`src/rtl/mem_arbiter_if.sv`:
```
// mem_arbiter_if
// Bundles the signals between the memory arbiter and its surroundings.
//   Fetch side : IReq, IAddr in; IRData, IAck out
//   Data side  : DReq, DWe, DAddr, DWData in; DRData, DAck out
//   Hazard     : StallMemF, StallMemM out
//   Memory     : MemValid, MemWe, MemAddr, MemWData out; MemReady, MemRData in
// The slave modport is the arbiter's view.
// The master modport is the view of everything around it: the pipeline stages and the memory.
interface mem_arbiter_if;
    logic        IReq;
    logic [31:0] IAddr;
    logic [31:0] IRData;
    logic        IAck;
    logic        DReq;
    logic        DWe;
    logic [31:0] DAddr;
    logic [31:0] DWData;
    logic [31:0] DRData;
    logic        DAck;
    logic        StallMemF;
    logic        StallMemM;
    logic        MemValid;
    logic        MemWe;
    logic [31:0] MemAddr;
    logic [31:0] MemWData;
    logic        MemReady;
    logic [31:0] MemRData;

    modport slave (
        input  IReq, IAddr, DReq, DWe, DAddr, DWData, MemReady, MemRData,
        output IRData, IAck, DRData, DAck, StallMemF, StallMemM,
               MemValid, MemWe, MemAddr, MemWData
    );

    modport master (
        output IReq, IAddr, DReq, DWe, DAddr, DWData, MemReady, MemRData,
        input  IRData, IAck, DRData, DAck, StallMemF, StallMemM,
               MemValid, MemWe, MemAddr, MemWData
    );
endinterface

```
`src/rtl/mem_arbiter.sv`:
```
// mem_arbiter
// Shares one word-wide memory port between instruction fetch and the memory stage.
// Each access runs through a valid/ready handshake with the memory.
// Per-stage stalls are reported to the hazard unit.
//   clk : system clock
//   rst : synchronous active-high reset
//   bus : mem_arbiter_if.slave, which carries the fetch, data, stall and memory port signals
// All memory-side outputs, acks and read data are registered.
// Only the two stall outputs are combinational, from Req and the registered Ack.
module mem_arbiter (
    input  logic          clk,
    input  logic          rst,
    mem_arbiter_if.slave  bus
);

    typedef enum logic [1:0] {
        IDLE,
        BUSY_I,
        BUSY_D
    } state_t;

    state_t state;
    logic   last_grant;   // 0 = fetch served last, 1 = data served last

    logic fetch_elig;
    logic data_elig;
    logic grant_data;
    logic grant_fetch;

    // A request whose Ack is pulsing this cycle is already complete, even if Req is still high.
    // Masking it with the Ack prevents a duplicate access.
    assign fetch_elig  = bus.IReq & ~bus.IAck;
    assign data_elig   = bus.DReq & ~bus.DAck;

    // On a tie, the requester that was not served last wins.
    // last_grant resets to 0, so data wins the first tie.
    assign grant_data  = data_elig & (~fetch_elig | ~last_grant);
    assign grant_fetch = fetch_elig & ~grant_data;

    assign bus.StallMemF = bus.IReq & ~bus.IAck;
    assign bus.StallMemM = bus.DReq & ~bus.DAck;

    always_ff @(posedge clk) begin
        if (rst) begin
            state        <= IDLE;
            last_grant   <= 1'b0;
            bus.MemValid <= 1'b0;
            bus.MemWe    <= 1'b0;
            bus.MemAddr  <= '0;
            bus.MemWData <= '0;
            bus.IAck     <= 1'b0;
            bus.DAck     <= 1'b0;
            bus.IRData   <= '0;
            bus.DRData   <= '0;
        end else begin
            bus.IAck <= 1'b0;
            bus.DAck <= 1'b0;
            case (state)
                IDLE: begin
                    if (grant_data) begin
                        state        <= BUSY_D;
                        bus.MemValid <= 1'b1;
                        bus.MemWe    <= bus.DWe;
                        bus.MemAddr  <= bus.DAddr;
                        bus.MemWData <= bus.DWData;
                    end else if (grant_fetch) begin
                        state        <= BUSY_I;
                        bus.MemValid <= 1'b1;
                        bus.MemWe    <= 1'b0;
                        bus.MemAddr  <= bus.IAddr;
                        bus.MemWData <= '0;
                    end
                end
                BUSY_I: begin
                    if (bus.MemReady) begin
                        state        <= IDLE;
                        bus.MemValid <= 1'b0;
                        bus.MemWe    <= 1'b0;
                        bus.IAck     <= 1'b1;
                        bus.IRData   <= bus.MemRData;
                        last_grant   <= 1'b0;
                    end
                end
                BUSY_D: begin
                    if (bus.MemReady) begin
                        state        <= IDLE;
                        bus.MemValid <= 1'b0;
                        bus.MemWe    <= 1'b0;
                        bus.DAck     <= 1'b1;
                        // Stores leave the last load result in DRData.
                        if (!bus.MemWe) begin
                            bus.DRData <= bus.MemRData;
                        end
                        last_grant   <= 1'b1;
                    end
                end
                default: begin
                    state <= IDLE;
                end
            endcase
        end
    end

endmodule

```
`src/flat_wrapper.sv`:
```
// flat-port wrapper written by rule: the top's interface ports become plain ports
module mem_arbiter_flat 
  (clk, rst, bus_IReq, bus_IAddr, bus_DReq, bus_DWe, bus_DAddr, bus_DWData, bus_MemReady, bus_MemRData, bus_IRData, bus_IAck, bus_DRData, bus_DAck, bus_StallMemF, bus_StallMemM, bus_MemValid, bus_MemWe, bus_MemAddr, bus_MemWData);
  mem_arbiter_if bus_i ();
  input  logic clk;
  input  logic rst;
  input wire logic [$bits(bus_i.IReq)-1:0] bus_IReq;
  input wire logic [$bits(bus_i.IAddr)-1:0] bus_IAddr;
  input wire logic [$bits(bus_i.DReq)-1:0] bus_DReq;
  input wire logic [$bits(bus_i.DWe)-1:0] bus_DWe;
  input wire logic [$bits(bus_i.DAddr)-1:0] bus_DAddr;
  input wire logic [$bits(bus_i.DWData)-1:0] bus_DWData;
  input wire logic [$bits(bus_i.MemReady)-1:0] bus_MemReady;
  input wire logic [$bits(bus_i.MemRData)-1:0] bus_MemRData;
  output wire logic [$bits(bus_i.IRData)-1:0] bus_IRData;
  output wire logic [$bits(bus_i.IAck)-1:0] bus_IAck;
  output wire logic [$bits(bus_i.DRData)-1:0] bus_DRData;
  output wire logic [$bits(bus_i.DAck)-1:0] bus_DAck;
  output wire logic [$bits(bus_i.StallMemF)-1:0] bus_StallMemF;
  output wire logic [$bits(bus_i.StallMemM)-1:0] bus_StallMemM;
  output wire logic [$bits(bus_i.MemValid)-1:0] bus_MemValid;
  output wire logic [$bits(bus_i.MemWe)-1:0] bus_MemWe;
  output wire logic [$bits(bus_i.MemAddr)-1:0] bus_MemAddr;
  output wire logic [$bits(bus_i.MemWData)-1:0] bus_MemWData;
  assign bus_i.IReq = bus_IReq;
  assign bus_i.IAddr = bus_IAddr;
  assign bus_i.DReq = bus_DReq;
  assign bus_i.DWe = bus_DWe;
  assign bus_i.DAddr = bus_DAddr;
  assign bus_i.DWData = bus_DWData;
  assign bus_i.MemReady = bus_MemReady;
  assign bus_i.MemRData = bus_MemRData;
  assign bus_IRData = bus_i.IRData;
  assign bus_IAck = bus_i.IAck;
  assign bus_DRData = bus_i.DRData;
  assign bus_DAck = bus_i.DAck;
  assign bus_StallMemF = bus_i.StallMemF;
  assign bus_StallMemM = bus_i.StallMemM;
  assign bus_MemValid = bus_i.MemValid;
  assign bus_MemWe = bus_i.MemWe;
  assign bus_MemAddr = bus_i.MemAddr;
  assign bus_MemWData = bus_i.MemWData;
  mem_arbiter u_core (.clk(clk), .rst(rst), .bus(bus_i));
endmodule
```
`config.mk`:
```
export PLATFORM = sky130hd
export DESIGN_NAME = mem_arbiter_flat
export DESIGN_NICKNAME = d
export VERILOG_FILES = /design/src/rtl/mem_arbiter_if.sv /design/src/rtl/mem_arbiter.sv /design/src/flat_wrapper.sv
export SDC_FILE = /design/constraint.sdc
export NUM_CORES = 1
export LEC_CHECK = 0
export CAP_MARGIN = 20
export CELL_PAD_IN_SITES_DETAIL_PLACEMENT = 0
export CELL_PAD_IN_SITES_GLOBAL_PLACEMENT = 1
export CORE_AREA = 2 2 148 150
export DETAILED_ROUTE_END_ITERATION = 16
export DIE_AREA = 0 0 150 152
export PLACE_DENSITY = 0.87
export SLEW_MARGIN = 20
export SYNTH_ARGS = -nofsm -noshare
export SYNTH_HDL_FRONTEND = slang
export SYNTH_SLANG_ARGS = --single-unit
```
`constraint.sdc`:
```
create_clock -name clk -period 1.4 [get_ports clk]
set_clock_uncertainty 0.05 [all_clocks]
set_input_delay 0.21 -clock clk [delete_from_list [all_inputs] [get_ports clk]]
set_output_delay 0.21 -clock clk [all_outputs]
set_load 0.005 [all_outputs]
```
**Run 1: local utilization**

15 x 15 tiles, from dark blue (low) to red (high), 0 to 100% covered.
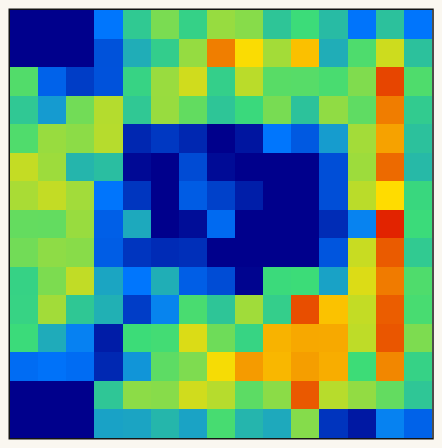
fullest tile	96%
emptiest ninth of the die	middle
mean over tiles	42%
Core Util, Final: 46.0%
core area: 21400 sq um
FP Core Util: 24.3%

**Run 1: routed metal, one colour a layer**

Scale bar: 50 um.
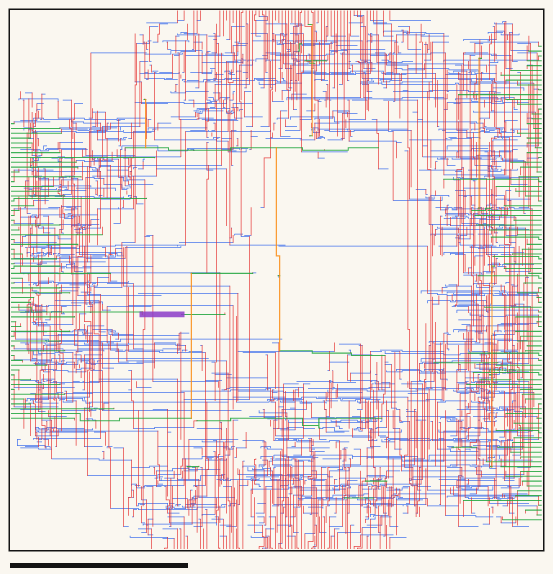
layer	colour	wire length
met2	red	10700 um
met5	purple	11.0 um
met1	blue	8750 um
met3	green	1690 um
met4	orange	243 um
vias: 5470
GRT Resource Usage Total: 16.1%
DRT Wirelength: 21400 um
WL per Instance: 17.8 um

==> run summary, run 1 <==
Status - finished with violations
Failing checks - negative setup slack
Synthesized cell area - 5190 sq um
Fin crit period - 1520 ps
Max cap viols - 0
Seq/Total Area, Yosys - 52.1%
DP Worst Slack - -420 ps
Non-clock buffer count - 328
Total congestion overflow - 0
FMAX - 657 MHz
Combinational gate area - 2630 sq um
Diodes inserted - 0
CTS tree - yes
RSZ-0062 raised after global routing - yes
Most numerous logic cell after layout - nand2_1
First-pass GRT wire length - 28600 um
Startpoint types - flop
Clk cell area share - 6.49%
# resized after CTS - 168
Largest net degree at the start of global routing - 47
Final GP Congestion - 0.740
Max-area cell share - 52.1%
Signal buffers share of area - 35.2%
Peak supply drop - 0.725 mV
CLK BUF - 18
# hold bufs at CTS - 0
Flops after synth - 135
Final setup fails - 82
Tap Count - 280
DP Area - 8350 sq um
Number of I/O port buffers - 267
Global Route met2 Usage - 27.3%
CTS root buffer - clkbuf_16
Static leakage - 4.15 nW
Cell area leaders - dfxtp_1 (52%), nand2_1 (12%), a21oi_1 (9.5%), a211oi_2 (6.8%), nor2_1 (5.0%)
Final setup TNS - -5080 ps
Synth cell count leaders - nand2_1 (166), dfxtp_1 (135), a21oi_1 (99), nor2_1 (69), a22oi_1 (32)
Register Area - 2730 sq um
Multi-In Gates - 423
I/O pin count - 268
Worst-Margin Slew - 318 ps
DRT iter0 DRCs - 223
Multi-input combinational area share - 26.8%
Via density - 4.55
CTS max path bufs - 2
Cts bufs inserted - 17
DRC - 0
Final hold vios - 0
Post-Synthesis Cells - 610
M3 GR Usage - 6.46%
Hold wc startpoint - rst
CP Capture Type - flop
# Cells Yosys - 610
CP startpoint - u_core.state[0]
Final nets - 1048
Kind of critical path - flop to flop
Final instance area - 9820 sq um
GR Layer Usage met1 - 18.8%
Detailed Routing Iterations Pass 1 - 4
Seq/total area - 27.8%
FP Rows - 54
# H-tree levels - 4
Antenna violations before repair - 1
Setup WS post-layout - -121 ps
Power per cell area - 1240 nW/um^2
Die Ht - 152 um
GRT busiest layer - met2
Die x size - 150 um
Registers - 135
Largest cell class - buffers
Top_reg_cell synth - dfxtp_1
Clk pin slew, worst setup/hold paths - 60 ps
Crit-path max FO - 6
**Run 1: clock network drawn from the DEF**

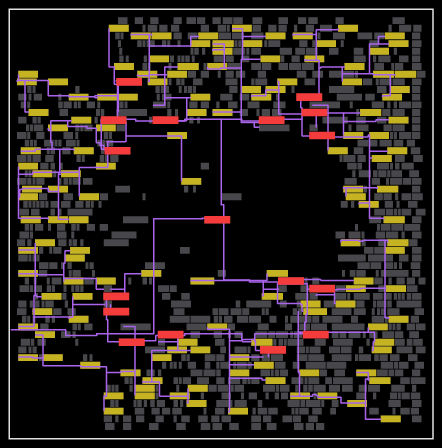
[flip-flops] yellow | count: 135
[cells driving clock nets] red | count: 17
[clock wires] purple | length: 1990 um
routed clock nets	18
flops lie	all over the die
Clk pwr share: 40.1%
worst skew pair latency: 410 ps
Power Clock: 0.00487 W

run 1: power breakdown:
part	total (W)	internal (W)	switching, W
combinational	0.00294	0.00159	0.00135
sequential	0.00433	0.00414	0.000187
clock	0.00487	0.00305	0.00182
total	0.0121	0.00879	0.00335
run 1: worst paths after layout:
check	end	slack [ps]	cells after the start
min reg2reg	u_core.bus.IRData[28]	400	2
max	u_core.bus.MemWData[10]	-120	9
min	u_core.bus.DAck	130	2
max reg2reg	u_core.bus.MemWData[10]	-120	9
run 1: kinds of logic (layout without fill, tap and decap cells):
| family | Yosys count | in the layout | synth area share, % |
|---|---|---|---|
| buffers and inverters | 54 | 365 | 5.26 |
| muxes | 1 | 1 | 0.193 |
| DFF | 135 | 135 | 52.1 |
| and+or+nand+nor | 245 | 247 | 18.4 |
| AOI/OAI and AO/OA | 171 | 171 | 23.1 |
| adders and majority gates | 4 | 4 | 0.964 |
run 1: worst max-delay path, cell delays in order (launching register included):
cell and delay [ps]:
dfxtp_2 320, inv_2 60, buf_6 90, ha_4 170, o21ai_4 80, buf_12 140, buf_12 130, clkbuf_16 160
a22oi_2 130, nor2_1 60
run 1: metrics by stage:
| step | util [%] | instances | power [W] | hold WS, ps |
|---|---|---|---|---|
| 3_3_place_gp | 39.1 | 1138 | 0.00670 | 391 |
| 3_5_place_dp | 39.1 | 1138 | 0.00673 | 396 |
| 5_1_grt | 46.0 | 1203 | 0.0127 | 135 |
| 6_report | 46.0 | 1203 | 0.0121 | 133 |
| 2_1_floorplan | - | 610 | 0.00541 | 296 |
| 4_1_cts | 42.5 | 1185 | 0.0116 | 110 |
run 1: per-layer routing:
layer  vias up  routed length [um]
li1       2661                   -
met1      2592                8750
met2       199               10700
met3        16                1690
met4         2                 243
met5         -                  11
## Run 2: what changed since run 1
--- a/config.mk
+++ b/config.mk
@@ -8,9 +8,9 @@
 export CAP_MARGIN = 20
 export CELL_PAD_IN_SITES_DETAIL_PLACEMENT = 0
 export CELL_PAD_IN_SITES_GLOBAL_PLACEMENT = 1
-export CORE_AREA = 2 2 148 150
+export CORE_AREA = 2 2 132 167
 export DETAILED_ROUTE_END_ITERATION = 16
-export DIE_AREA = 0 0 150 152
+export DIE_AREA = 0 0 134 169
 export PLACE_DENSITY = 0.87
 export SLEW_MARGIN = 20
 export SYNTH_ARGS = -nofsm -noshare
==> run summary, run 2 <==
Kind of critical path - flop to flop
# Cells Yosys - 610 (unchanged)
Worst path arrival time - 1810 ps
Synthesized cell area - 5190 sq um (unchanged)
Crit path buffers/inverters - 3 (-2)
Startpoint types - flop
Int Pwr - 0.00832 W (-5.3%)
Area Overhead vs Synth - 85.1%
Fill cells - 2073
DRT iter0 DRCs - 173 (-22%)
Cell area leaders - dfxtp_1 (52%), nand2_1 (12%), a21oi_1 (9.5%), a211oi_2 (6.8%), nor2_1 (5.0%)
Post-synth top area cell - dfxtp_1
# hold bufs at CTS - 0 (unchanged)
Post-Synthesis Cells - 610 (unchanged)
Mux area share - 0.193% (unchanged)
Final nets - 1038 (-0.95%)
Top_reg_cell synth - dfxtp_1
Crit path largest cell delay - 320 ps (about the same)
CP Capture Type - flop
Die area - 22600 sq um
Synth cell count leaders - nand2_1 (166), dfxtp_1 (135), a21oi_1 (99), nor2_1 (69), a22oi_1 (32)
Antenna violations before repair - 0 (-1)
Final setup fails - 98 (+20%)
CTS tree - yes
DRC - 0 (unchanged)
Final hold vios - 0 (unchanged)
Final GP Congestion - 0.729 (-1.5%)
Non-Filler Instances - 1191 (-1.0%)
Static leakage - 4.09 nW (-1.2%)
Vias in the first global route - 5236
Sw Ratio - 26.9% (-0.72 points)
Die x size - 134 um (-11%)
Diodes inserted - 0 (unchanged)
Cts bufs inserted - 17 (unchanged)
Syn_area_per_cell - 8.51 sq um
GR Layer Usage met1 - 18.1% (-0.64 points)
Power per cell area - 1180 nW/um^2 (-4.2%)
Tot Pwr - 0.0114 W (-6.2%)
Top non-seq family - AND-OR/OR-AND gates
Crit path DRT - 1690 ps
Most numerous logic cell after layout - nand2_1
Top sig layer - met4
Rel. slew slack - 80.6%
CTS root buffer - clkbuf_16
Area fraction in xor and xnor cells - 0% (unchanged)
# H-tree levels - 4 (unchanged)
Seq/Total Area, Yosys - 52.1% (unchanged)
CTS max path bufs - 2 (unchanged)
Status - finished with violations
First-pass GRT wire length - 28800 um (+0.46%)
CP Cell Sequence - inv_2, buf_4, ha_4, nand2_8, nor2_4, clkbuf_16, nand2_1, a21oi_2
Cell family with most CP delay - simple AND/OR/NAND/NOR gates
FP Rows - 60 (+11%)
Metal1 wirelength - 7640 um (-13%)
RSZ-0062 raised after global routing - yes
Max-area cell share - 52.1% (unchanged)
Yosys adder share - 0.964% (unchanged)
Sw power - 0.00306 W (-8.7%)
GRT busiest layer - met2
Number of I/O port buffers - 267 (unchanged)
Max cap viols - 0 (unchanged)
Layout cells sized above 1 - 24.5%
Failing checks - negative setup slack
Worst-Margin Slew - 291 ps (-27.0 ps)
Post-Place Cells - 1143 (+0.44%)
Die Ht - 169 um (+11%)
# resized after CTS - 199 (+18%)
Crit-path max FO - 8 (+2)
Met3 Wirelength - 1710 um (+1.2%)
Worst skew pair latency - 400 ps (about the same)
Clk pin slew, worst setup/hold paths - 60 ps (about the same)
Clk pwr share - 38.8% (-1.3 points)
Clock sink count - 135
Setup WS post-layout - -118 ps (+2.93 ps)
Yosys aoi share - 23.1% (unchanged)
Fin crit period - 1520 ps (-2.93 ps)
M3 GR Usage - 6.53% (+0.072 points)
Via density - 4.57 (+0.47%)
Combinational power share - 23.4% (-0.8 points)
Ys async rst share - 0%
CP max stage cell - dfxtp_2
Global Route met2 Usage - 28.5% (+1.1 points)
Flops after synth - 135 (unchanged)
Total congestion overflow - 0 (unchanged)
FMAX - 659 MHz (+0.19%)
Largest net degree at the start of global routing - 54 (+15%)
Peak supply drop - 0.734 mV (+1.3%)
Routed met2 length - 9950 um (-7.2%)
Detailed Routing Iterations Pass 1 - 4 (unchanged)
AND/OR/NAND/NOR Cells, Area Fraction - 18.4% (unchanged)
Post-CTS Repair Setup Buffers - 3
I/O pin count - 268 (unchanged)
Pins Over Slew Limit - 0
Register share of total power - 37.8% (+2.1 points)
Tcrit/Tclk final - 108%
==> run 2: cell types whose count changed in the layout (fill, tap and decap cells not counted), sizes merged, moves of 2 or more <==
cell / before / now
inv: 8 / 5
buf: 53 / 50
clkinv: 5 / 3
bufinv: 4 / 2
clkbuf: 30 / 27
==> run 2: power by group through the flow <==
stage | registers (W) | logic, W | clock network (W)
finish | 0.00430 | 0.00267 | 0.00442
detailed placement | 0.00437 | 0.00243 | 0
CTS | 0.00429 | 0.00252 | 0.00454
global placement | 0.00436 | 0.00241 | 0
global route | 0.00433 | 0.00288 | 0.00473
floorplan | 0.00439 | 0.00102 | 0
==> run 2: per-stage QoR <==
step,util [%],worst slack [ps],hold WS [ps],TNS (ps),cell area [sq um]
after global placement,40.0,-456,391,-40910,8430
final,45.5,-118,119,-5880,9610
after floorplan,-,14.5,296,0,5240
after global routing,45.5,-196,108,-12500,9610
after detailed placement,40.0,-517,395,-44600,8430
after CTS,43.5,-106,98.2,-3560,9180
==> run 2: layout make-up <==
| class | count | area, sq um | share of cell area, % |
|---|---|---|---|
| inverters | 5 | 23.8 | 0.247 |
| flip-flops and latches | 135 | 2720 | 28.3 |
| repair buffers | 317 | 3230 | 33.6 |
| clock inverters | 8 | 97.6 | 1.02 |
| multi-input cells | 424 | 2710 | 28.2 |
| clock buffers | 23 | 478 | 4.98 |
| well taps | 279 | 349 | 3.63 |
==> run 2: path summary, 6_finish.rpt <==
| kind | start | to | slack (ps) | cells past startpoint |
|---|---|---|---|---|
| hold / removal | rst | u_core.bus.DRData[11] | 120 | 2 |
| setup / recovery | u_core.state[0] | u_core.bus.DRData[0] | -120 | 8 |
| setup reg to reg | u_core.state[0] | u_core.bus.DRData[0] | -120 | 8 |
| hold reg to reg | u_core.bus.IRData[11] | u_core.bus.IRData[11] | 400 | 2 |
**Run 2: local utilization**

13 x 17 tiles, from dark blue (low) to red (high), 0 to 100% covered.
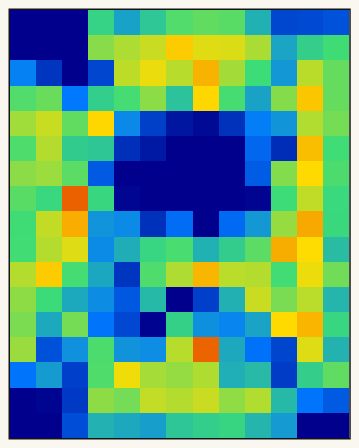
emptiest ninth of the die	middle
tiles over 75% full	7.2%
fullest tile	89%
FP Core Util: 24.6%
core area: 21100 sq um
Core Util, Final: 45.5%

**Run 2: routed metal, one colour a layer**

Scale bar: 50 um.
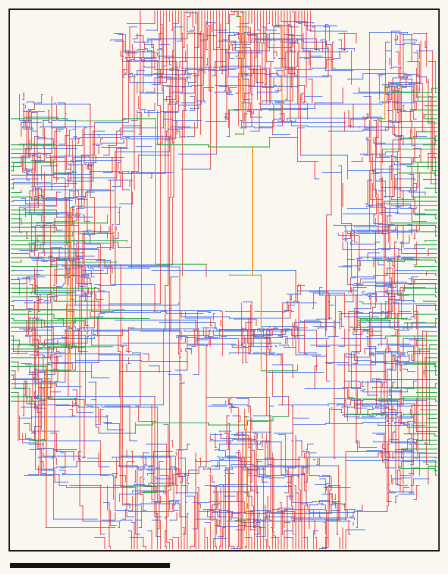
layer	colour	wire length
met3	green	1710 um
met1	blue	7640 um
met4	orange	358 um
met2	red	9950 um
vias: 5441
DRT Wirelength: 19700 um
WL per Instance: 16.5 um
GRT Resource Usage Total: 16.3%

## Run 3: what changed since run 2
--- a/config.mk
+++ b/config.mk
@@ -5,7 +5,7 @@
 export SDC_FILE = /design/constraint.sdc
 export NUM_CORES = 1
 export LEC_CHECK = 0
-export CAP_MARGIN = 20
+export CAP_MARGIN = 0
 export CELL_PAD_IN_SITES_DETAIL_PLACEMENT = 0
 export CELL_PAD_IN_SITES_GLOBAL_PLACEMENT = 1
 export CORE_AREA = 2 2 132 167
==> run summary, run 3 <==
Max cap viols - 0 (unchanged)
Final setup fails - 98 (unchanged)
# Cells Yosys - 610 (unchanged)
Hold wc startpoint - rst
Die area - 22600 sq um (unchanged)
Synth cell count leaders - nand2_1 (166), dfxtp_1 (135), a21oi_1 (99), nor2_1 (69), a22oi_1 (32)
Int Pwr - 0.00832 W (unchanged)
CTS max path bufs - 2 (unchanged)
RSZ-0062 raised after global routing - yes
Core Util, Final - 45.5% (unchanged)
Ys async rst share - 0% (unchanged)
R2R Path End - u_core.bus.DRData[0]
Final GP Congestion - 0.729 (unchanged)
CTS tree - yes
# hold bufs at CTS - 0 (unchanged)
Diodes inserted - 0 (unchanged)
Global Route met2 Usage - 28.5% (unchanged)
Worst-case hold slack - 119 ps (unchanged)
DP Worst Slack - -517 ps (unchanged)
Total congestion overflow - 0 (unchanged)
Routed met2 length - 9950 um (unchanged)
Layout cells sized above 1 - 24.5% (unchanged)
GR Layer Usage met1 - 18.1% (unchanged)
Flops after synth - 135 (unchanged)
Antenna violations before repair - 0 (unchanged)
R2R cell count - 8 (unchanged)
DRT iter0 DRCs - 173 (unchanged)
# H-tree levels - 4 (unchanged)
FP Rows - 60 (unchanged)
Final nets - 1038 (unchanged)
Metal1 wirelength - 7640 um (unchanged)
Peak supply drop - 0.734 mV (unchanged)
Vias - 5441 (unchanged)
Die x size - 134 um (unchanged)
Syn_area_per_cell - 8.51 sq um (unchanged)
DP Area - 8430 sq um (unchanged)
CP Capture Type - flop
M3 GR Usage - 6.53% (unchanged)
WL per Instance - 16.5 um (unchanged)
Top_reg_cell synth - dfxtp_1
Max-area cell share - 52.1% (unchanged)
FF-to-FF Start - u_core.state[0]
Fill cells - 2073 (unchanged)
Post-synth top area cell - dfxtp_1
Largest net degree at the start of global routing - 54 (unchanged)
Failing checks - negative setup slack
Synthesized cell area - 5190 sq um (unchanged)
Post-Synthesis Cells - 610 (unchanged)
Startpoint types - flop
Status - finished with violations
Crit-path max FO - 8 (unchanged)
Sw Ratio - 26.9% (unchanged)
Number of I/O port buffers - 267 (unchanged)
FMAX - 659 MHz (unchanged)
Static leakage - 4.09 nW (unchanged)
Setup WS post-layout - -118 ps (unchanged)
Area Overhead vs Synth - 85.1% (unchanged)
Worst reg2reg setup slack - -120 ps (about the same)
CTS root buffer - clkbuf_16
Final setup TNS - -5880 ps (unchanged)
Worst skew pair latency - 400 ps (about the same)
Register share of total power - 37.8% (about the same)
Worst path arrival time - 1810 ps (about the same)
Sw power - 0.00306 W (unchanged)
Hold path depth - 2 (unchanged)
Yosys Warn Count - 0
Clk pwr share - 38.8% (about the same)
GRT Resource Usage Total - 16.3% (unchanged)
Power per cell area - 1180 nW/um^2 (unchanged)
I/O pin count - 268 (unchanged)
Die Ht - 169 um (unchanged)
GRT busiest layer - met2
Detailed Routing Iterations Pass 1 - 4 (unchanged)
Seq/Total Area, Yosys - 52.1% (unchanged)
Clk pin slew, worst setup/hold paths - 60 ps (about the same)
Crit path to - u_core.bus.DRData[0]
Pins Over Slew Limit - 0 (unchanged)
DRT Wirelength - 19700 um (unchanged)
Tcrit/Tclk final - 108% (unchanged)
CP startpoint - u_core.state[0]
Cell area leaders - dfxtp_1 (52%), nand2_1 (12%), a21oi_1 (9.5%), a211oi_2 (6.8%), nor2_1 (5.0%)
Cts bufs inserted - 17 (unchanged)
Combinational power share - 23.4% (about the same)
Tot Pwr - 0.0114 W (unchanged)
Top sig layer - met4
Worst-Margin Slew - 291 ps (unchanged)
Post-Place Cells - 1143 (unchanged)
[run 3: cell counts in the layout (fill, tap and decap cells not counted)]
No cell type changed its count.
[run 3: cells by family after synthesis]
logic type | synth area share, %
AND/OR/NAND/NOR | 18.4
AND-OR/OR-AND | 23.1
flip-flops | 52.1
buffers and inverters | 5.26
adder cells (fa/ha/maj) | 0.964
multiplexers | 0.193
[run 3: worst min path at each step]
stage                             endpoint
floorplan             u_core.bus.DRData[0]
global placement     u_core.bus.IRData[27]
detailed placement    u_core.bus.IRData[2]
CTS                 u_core.bus.MemAddr[28]
global route         u_core.bus.DRData[11]
finish               u_core.bus.DRData[11]
[run 3: power groups by stage]
stage          logic, W  registers (W)  clock network, W
6_report        0.00267        0.00430           0.00442
5_1_grt         0.00288        0.00433           0.00473
4_1_cts         0.00252        0.00429           0.00454
3_5_place_dp    0.00243        0.00437                 0
3_3_place_gp    0.00241        0.00436                 0
2_1_floorplan   0.00102        0.00439                 0
[run 3: worst max-delay path, stage by stage, from the launching register on]
cell and delay (ps):
dfxtp_2 320, inv_2 60, buf_4 110, ha_4 150, nand2_8 70, nor2_4 270
clkbuf_16 240, nand2_1 70, a21oi_2 110
[run 3: timing repair]
| action | in CTS | in global routing |
|---|---|---|
| endpoints found under the hold margin | 0 | 0 |
| pin swaps | 16 | 23 |
| cloned | 6 | 5 |
| endpoints found under the setup margin | 232 | 129 |
| setup buffers | 3 | 5 |
| gates resized | 199 | 85 |
[run 3: layout make-up]
type                    count  area [sq um]  share of cell area [%]
repair buffers            317          3230                    33.6
inverters                   5          23.8                   0.247
clock inverters             8          97.6                    1.02
multi-input cells         424          2710                    28.2
flip-flops and latches    135          2720                    28.3
well taps                 279           349                    3.63
clock buffers              23           478                    4.98
**Run 3: local utilization**

13 x 17 tiles, from dark blue (low) to red (high), 0 to 100% covered.
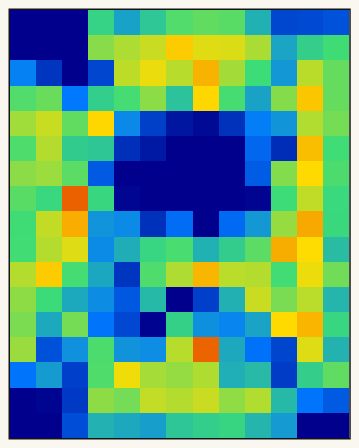
fullest tile	89%
emptiest ninth of the die	middle
mean over tiles	41%
nearly empty tiles	14%

**Run 3: gate families picked out**

Scale bar: 50 um.
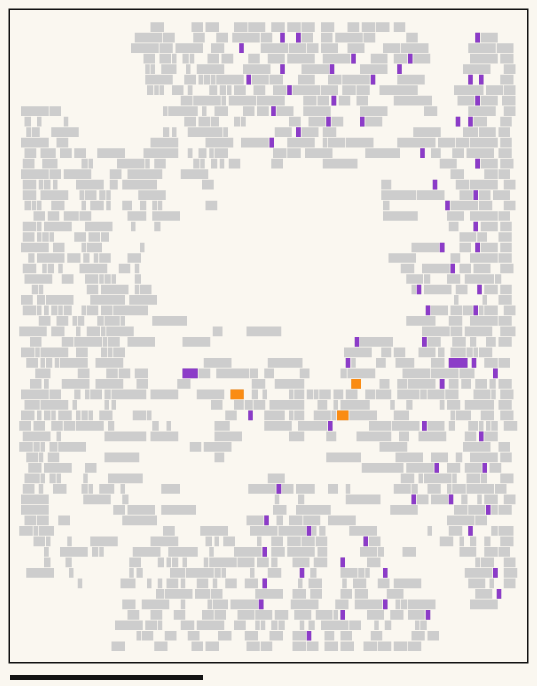
family	colour	cells
NOR gates	purple	70
AND-OR and OR-AND gates	orange	3
multi-input combinational area share: 28.2%
most numerous logic cell after layout: nand2_1
Non-Filler Instances: 1191

Power figures rest on the tool's default switching activity, not on a simulated workload.
